### config.mk
export PLATFORM = sky130hd
export DESIGN_NAME = stream_mux_rr
export DESIGN_NICKNAME = d
export VERILOG_FILES = /design/src/rtl/stream_mux_rr.sv
export SDC_FILE = /design/constraint.sdc
export NUM_CORES = 1
export LEC_CHECK = 0
export CORE_AREA = 5 5 65 67
export CTS_CLUSTER_DIAMETER = 150
export CTS_CLUSTER_SIZE = 24
export DETAILED_ROUTE_END_ITERATION = 10
export DIE_AREA = 0 0 70 72
export PLACE_DENSITY_LB_ADDON = 0.3
export SLEW_MARGIN = 5
export SYNTH_ARGS = -nofsm -noshare
export SYNTH_HDL_FRONTEND = slang
export SYNTH_SLANG_ARGS = --single-unit
export TNS_END_PERCENT = 50
### constraint.sdc
create_clock -name clk -period 2.4 [get_ports clk]
set_input_delay 0.36 -clock clk [delete_from_list [all_inputs] [get_ports clk]]
set_output_delay 0.36 -clock clk [all_outputs]
set_load 0.02 [all_outputs]
### src/rtl/stream_mux_rr.sv
// stream_mux_rr: N-input registered stream mux, round-robin or fixed select; define STREAM_MUX_LAST_LOCK_EN to hold the grant until the end of a packet
module stream_mux_rr #(
    parameter int N  = 4,
    parameter int W  = 8,
    parameter int SW = $clog2(N)
) (
    input  logic            clk,
    input  logic            rst_n,
    input  logic            mode,
    input  logic [SW-1:0]   sel,
    input  logic [N-1:0]    in_valid,
    input  logic [N*W-1:0]  in_data,
    input  logic [N-1:0]    in_last,
    output logic [N-1:0]    in_ready,
    output logic            out_valid,
    output logic [W-1:0]    out_data,
    output logic [SW-1:0]   out_sel,
    output logic            out_last,
    input  logic            out_ready
);
    logic [SW-1:0] ptr;
    logic [SW-1:0] gidx;
    logic [SW-1:0] cand;
    logic [SW-1:0] ptr_nxt;
    logic          found;
    logic          free;
    logic          xfer;
`ifdef STREAM_MUX_LAST_LOCK_EN
    logic          lock;
    logic [SW-1:0] lock_ch;
`endif
    always_comb begin
        gidx  = '0;
        cand  = '0;
        found = 1'b0;
        if (mode) begin
            if (int'(sel) < N && in_valid[sel]) begin
                gidx  = sel;
                found = 1'b1;
            end
        end
`ifdef STREAM_MUX_LAST_LOCK_EN
        else if (lock) begin
            gidx  = lock_ch;
            found = in_valid[lock_ch];
        end
`endif
        else begin
            for (int k = 0; k < N; k++) begin
                cand = SW'((int'(ptr) + k) % N);
                if (!found && in_valid[cand]) begin
                    gidx  = cand;
                    found = 1'b1;
                end
            end
        end
    end
    assign free     = !out_valid || out_ready;
    assign xfer     = found && free;
    assign in_ready = {{(N-1){1'b0}}, xfer} << gidx;
    assign ptr_nxt  = (gidx == SW'(N-1)) ? '0 : gidx + 1'b1;
    always_ff @(posedge clk or negedge rst_n) begin
        if (!rst_n) begin
            out_valid <= 1'b0;
            out_data  <= '0;
            out_sel   <= '0;
            out_last  <= 1'b0;
            ptr       <= '0;
`ifdef STREAM_MUX_LAST_LOCK_EN
            lock      <= 1'b0;
            lock_ch   <= '0;
`endif
        end else begin
            if (free)
                out_valid <= xfer;
            if (xfer) begin
                out_data <= in_data[gidx*W +: W];
                out_sel  <= gidx;
                out_last <= in_last[gidx];
                if (!mode) begin
`ifdef STREAM_MUX_LAST_LOCK_EN
                    lock    <= !in_last[gidx];
                    lock_ch <= gidx;
                    if (in_last[gidx])
                        ptr <= ptr_nxt;
`else
                    ptr <= ptr_nxt;
`endif
                end
            end
        end
    end
endmodule
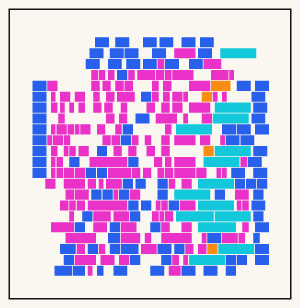
run_1/cell_classes.png
Scale: 4 px per um.
colour	class	cells	share of their area
cyan	flip-flops	14	15%
orange	clock drivers and dummy loads	4	1.5%
magenta	all other logic	149	47%
blue	other buffers and delay cells	97	37%
Design Area, Final: 2430 um2
sequential share of cell area: 0.145
Std-Cell Core Area: 3580 um2
# rows: 22

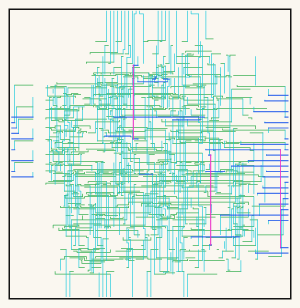
run_1/metal_stack.png
Scale: 4 px per um.
colour	layer	wire length
cyan	met2	2420 um
magenta	met4	65.3 um
green	met1	2250 um
blue	met3	253 um
drt total wl: 4990 um
Global Route Usage Sum: 0.189
DR WL/cell: 16.0 um
total number of vias: 1799

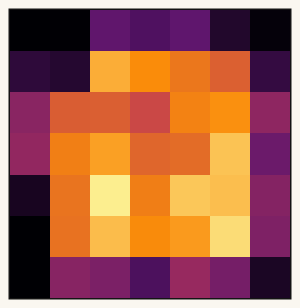
run_1/density.png
Scale: 4 px per um. 7 x 7 tiles, from black (low) to pale yellow (high), 0 to 100% covered.
emptiest ninth of the die	upper left
tiles over 75% full	20%
densest ninth of the die	centre
mean over tiles	47%
nearly empty tiles	10%
fp util: 0.428
Final Util: 0.678

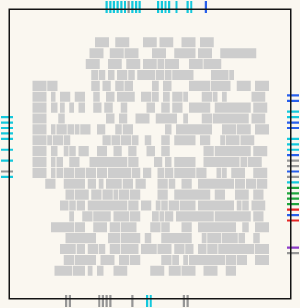
run_1/pins.png
Scale: 4 px per um. Pins as bars across the die edge, other pins in grey.
colour	port	pins	direction	edge
green	`in_ready`	4	output	right
cyan	`in_data`	32	input	16 top, 8 left, 6 right, 2 bottom
blue	`out_data`	8	output	7 right, 1 top
red	`out_sel`	2	output	right
purple	`clk`	1	input	right
all pins by edge	24 right, 18 top, 11 bottom, 9 left
die height: 72 um
I/O Buffers: 61

==> results.toml, run 1 <==
# yosys + openroad results
[power_and_ir_drop]
powerDensity_nw_per_um2 = 559
seqPwrFrac = 0.265
powerSeq_uw = 359
p_switching_uw = 553
leakagePower_nw = 0.939
p_int_uw = 803
comb_power_uw = 831
p_sw_frac = 0.408
ir_drop_v = 0.000199
power_frac_clock = 0.122
p_clk_uw = 166

[synthesis]
mappedNetlistNets = 231
ys_chip_area_um2 = 1530
topCellsByArea = "dfrtp_1 (23%), a221oi_2 (7.8%), o31ai_1 (7.8%)"
synthTopCellsByCount = "nand2_1 (23), o21ai_0 (19), a31oi_1 (18)"
synth_flop_count = 14
top_area_cell = "dfrtp_1"
synth.top_cell.area_share = 0.229
ys_async_sr_fraction = 1.00
ys_sh_simple = 0.228
synth_cell_types = 40
ys_warn_count = 0
synth_seq_share = 0.229
yosys_cells = 185
most_common_cell = "nand2_1"
yosys.area_share.aoi = 0.408
synthCells = 185

[setup_path]
cp.depth = 6
worst_path_max_delay_cell = "dfrtp_2"
crit_family = "simple AND/OR/NAND/NOR gates"
cp_slowest_stage_delay_ps = 470
crit_end = "in_ready[0]"
r2r_end = "out_data[1]$_DFFE_PN0P_"
start_kind = "register"
worstPathArrival_ps = 1980
r2r_cells = 7
path_buffers = 1
r2r_start = "ptr[1]$_DFFE_PN0P_"

[sta]
hold_violations = 0
slew-limit-headroom = 0.605
setup_tns_ps = 0
hold_slack_ps = 449
setup_violations = 0
final_max_slew_viol_count = 0
period_needed_ps = 2340
finalWorstSetupSlack_ps = 60.4
max_freq_ghz = 0.427
fin_skew_ps = 4.05
worstMarginPinSlew_ps = 590

[run_status]
status = "complete, no violations"

[final_layout]
syn_to_final_growth_pct = 58.5
nClkBuffers = 4
inverters_excl_clock = 0
largestClassByArea = "logic gates"
ff_count = 14
regMostFlops = "out_data"
final_layout_size_suffix_gt1_frac = 0.292
combGateArea_um2 = 1110
stdcell_count = 312
num_antenna_cells = 0
layout_top_cell = "clkdlybuf4s50_1"
non_clock_buffer_count = 97
layout.nets = 311
largest_reg_flops = 8

[clocking]
cts.sinks = 14
root_buffer = "clkbuf_4"
post_cts_buffers = 3
cts_resized = 33
htreeDepth = 1

[routing]
wl_met2_um = 2420
drt-met1-wl_um = 2250
drc_errors = 0
first_pass_iters = 4
highest_layer = "met4"

[die]
nWellTaps = 48
die_x_um = 70
chipArea_um2 = 5040

[placed_design]
gp_congestion = 0.825
hpwl_um = 3820

[global_routing]
overflow = 0
grt_max_degree = 28
grt_pass1_wl_um = 7810
grt_pass1_vias = 1654

[min_path]
hold_path_class = "primary input to async pin"
==> run 1 -> run 2 <==
--- a/config.mk
+++ b/config.mk
@@ -7,7 +7,7 @@
 export LEC_CHECK = 0
 export CORE_AREA = 5 5 65 67
 export CTS_CLUSTER_DIAMETER = 150
-export CTS_CLUSTER_SIZE = 24
+export CTS_CLUSTER_SIZE = 40
 export DETAILED_ROUTE_END_ITERATION = 10
 export DIE_AREA = 0 0 70 72
 export PLACE_DENSITY_LB_ADDON = 0.3
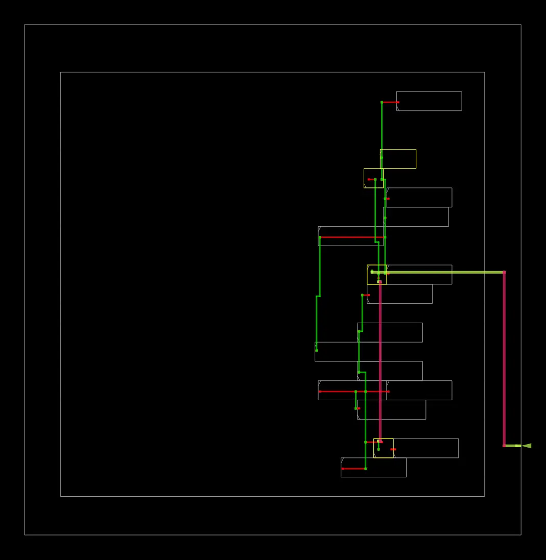
run_2/final_clocks.png
Num CTS Buffers: 3
Seq cells: 14

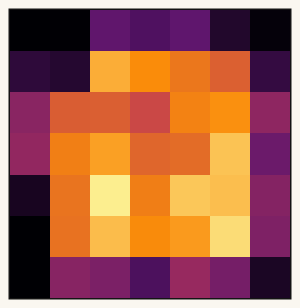
run_2/density.png
Scale: 4 px per um. 7 x 7 tiles, from black (low) to pale yellow (high), 0 to 100% covered.
tiles over 75% full	20%
emptiest ninth of the die	upper left
nearly empty tiles	10%

==> results.toml, run 2 <==
# yosys + openroad results
[run_status]
status = "complete, no violations"

[setup_path]
cp.depth = 6
start_kind = "register"
crit_end = "in_ready[0]"
crit_family = "simple AND/OR/NAND/NOR gates"
r2r_end = "out_data[1]$_DFFE_PN0P_"
r2r_cells = 7
cp_slowest_stage_delay_ps = 470
worstPathArrival_ps = 1980
path_buffers = 1

[placed_design]
gp_congestion = 0.825

[synthesis]
ys_chip_area_um2 = 1530
ys_warn_count = 0
synthCells = 185
topCellsByArea = "dfrtp_1 (23%), a221oi_2 (7.8%), o31ai_1 (7.8%)"
yosys_cells = 185
most_common_cell = "nand2_1"
synth_flop_count = 14
synth.top_cell.area_share = 0.229
ys_sh_simple = 0.228
synthTopCellsByCount = "nand2_1 (23), o21ai_0 (19), a31oi_1 (18)"
top_area_cell = "dfrtp_1"
ys_async_sr_fraction = 1.00
mappedNetlistNets = 231

[routing]
drt-met1-wl_um = 2250
wl_per_cell_um = 16.0
wl_met2_um = 2420
first_pass_iters = 4
drc_errors = 0
wirelength_um = 4990
via_count = 1799
highest_layer = "met4"

[final_layout]
seq_area_frac = 0.145
final_layout_size_suffix_gt1_frac = 0.292
non_clock_buffer_count = 97
combGateArea_um2 = 1110
inverters_excl_clock = 0
final_area_um2 = 2430
nClkBuffers = 4
largest_reg_flops = 8
layout_top_cell = "clkdlybuf4s50_1"
syn_to_final_growth_pct = 58.5
stdcell_count = 312
layout.nets = 311
regMostFlops = "out_data"

[sta]
period_needed_ps = 2340
worstMarginPinSlew_ps = 590
setup_tns_ps = 0
setup_violations = 0
final_max_slew_viol_count = 0
hold_slack_ps = 449
hold_violations = 0
finalWorstSetupSlack_ps = 60.4
slew-limit-headroom = 0.605
fin_skew_ps = 4.05

[power_and_ir_drop]
p_int_uw = 803
comb_power_uw = 831
ir_drop_v = 0.000199
leakagePower_nw = 0.939

[clocking]
htreeDepth = 1
cts.sinks = 14
root_buffer = "clkbuf_4"

[die]
die_h_um = 72
nWellTaps = 48
fp-utilization = 0.428
chipArea_um2 = 5040
fp-row-count = 22
core_um2 = 3580

[min_path]
hold_path_class = "primary input to async pin"

[global_routing]
grt.total_usage = 0.189
grt_max_degree = 28
grt_pass1_wl_um = 7810
grt_pass1_vias = 1654
==> run 2 -> run 3 <==
--- a/config.mk
+++ b/config.mk
@@ -7,7 +7,6 @@
 export LEC_CHECK = 0
 export CORE_AREA = 5 5 65 67
 export CTS_CLUSTER_DIAMETER = 150
-export CTS_CLUSTER_SIZE = 40
 export DETAILED_ROUTE_END_ITERATION = 10
 export DIE_AREA = 0 0 70 72
 export PLACE_DENSITY_LB_ADDON = 0.3
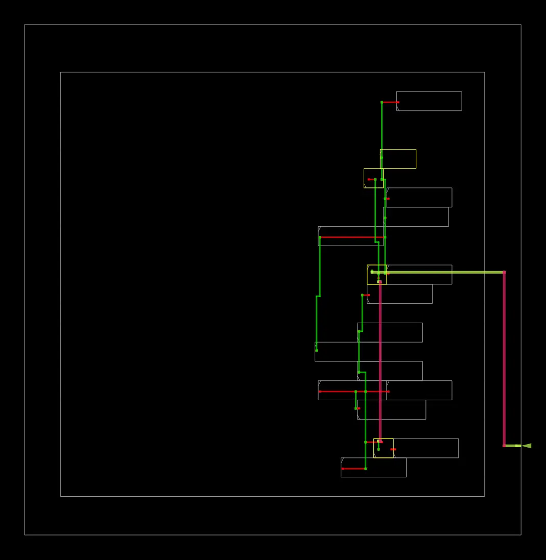
run_3/final_clocks.png
# clock sinks: 14
clk pwr: 166 uW
worst skew pair latency: 280 ps
clock buffer count: 4

==> results.toml, run 3 <==
# yosys + openroad results
[placed_design]
gp_congestion = 0.825
io_buffers = 61

[min_path]
hold_path_class = "primary input to async pin"

[run_status]
status = "complete, no violations"

[routing]
drc_errors = 0
wl_met3_um = 253
highest_layer = "met4"
wirelength_um = 4990
drt-met1-wl_um = 2250
wl_met2_um = 2420
via_count = 1799

[final_layout]
final_layout_size_suffix_gt1_frac = 0.292
final_core_util = 0.678
layout_top_cell = "clkdlybuf4s50_1"
largestClassByArea = "logic gates"
layout.nets = 311
combGateArea_um2 = 1110
syn_to_final_growth_pct = 58.5
seq_area_frac = 0.145
num_antenna_cells = 0
inverters_excl_clock = 0
stdcell_count = 312
regMostFlops = "out_data"
non_clock_buffer_count = 97
largest_reg_flops = 8
ff_count = 14
final_area_um2 = 2430

[sta]
worstMarginPinSlew_ps = 590
hold_violations = 0
finalWorstSetupSlack_ps = 60.4
slew-limit-headroom = 0.605
period_needed_ps = 2340
hold_slack_ps = 449
max_freq_ghz = 0.427
setup_violations = 0
fin_skew_ps = 4.05
setup_tns_ps = 0
final_max_slew_viol_count = 0

[synthesis]
synthCells = 185
ys_chip_area_um2 = 1530
mappedNetlistNets = 231
synth_seq_share = 0.229
yosys_cells = 185
ys_async_sr_fraction = 1.00
synthTopCellsByCount = "nand2_1 (23), o21ai_0 (19), a31oi_1 (18)"
synth_cell_types = 40
yosys.area_share.aoi = 0.408
ys_sh_simple = 0.228
top_area_cell = "dfrtp_1"
ys_warn_count = 0
topCellsByArea = "dfrtp_1 (23%), a221oi_2 (7.8%), o31ai_1 (7.8%)"
synth.top_cell.area_share = 0.229
most_common_cell = "nand2_1"

[setup_path]
crit_end = "in_ready[0]"
r2r_cells = 7
crit_family = "simple AND/OR/NAND/NOR gates"
start_kind = "register"
path_buffers = 1
cp_slowest_stage_delay_ps = 470
worst_path_max_delay_cell = "dfrtp_2"
r2r_start = "ptr[1]$_DFFE_PN0P_"
r2r_end = "out_data[1]$_DFFE_PN0P_"

[clocking]
root_buffer = "clkbuf_4"
cts_made_buffers = 3
htreeDepth = 1
cts_resized = 33
post_cts_buffers = 3

[die]
chipArea_um2 = 5040
fp-row-count = 22
fp-utilization = 0.428
core_um2 = 3580
nWellTaps = 48

[global_routing]
overflow = 0
grt_pass1_vias = 1654
grt_pass1_wl_um = 7810
grt_max_degree = 28
grt.total_usage = 0.189

[power_and_ir_drop]
p_sw_frac = 0.408
p_switching_uw = 553
ir_drop_v = 0.000199
comb_power_uw = 831
powerSeq_uw = 359
p_int_uw = 803
powerDensity_nw_per_um2 = 559
power_frac_clock = 0.122
seqPwrFrac = 0.265
leakagePower_nw = 0.939

[flow_run]
openroad.warnings = 26
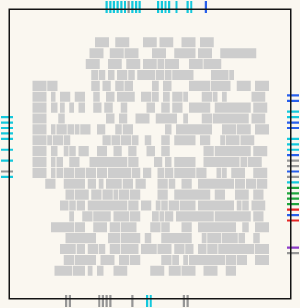
run_3/pins.png
Scale: 4 px per um. Pins as bars across the die edge, other pins in grey.
colour	port	pins	direction	edge
blue	`out_data`	8	output	7 right, 1 top
green	`in_ready`	4	output	right
purple	`clk`	1	input	right
cyan	`in_data`	32	input	16 top, 8 left, 6 right, 2 bottom
red	`out_sel`	2	output	right
all pins by edge	24 right, 18 top, 11 bottom, 9 left
DIE WIDTH: 70 um

No activity file was given, so power comes from the tool's default toggle rates.
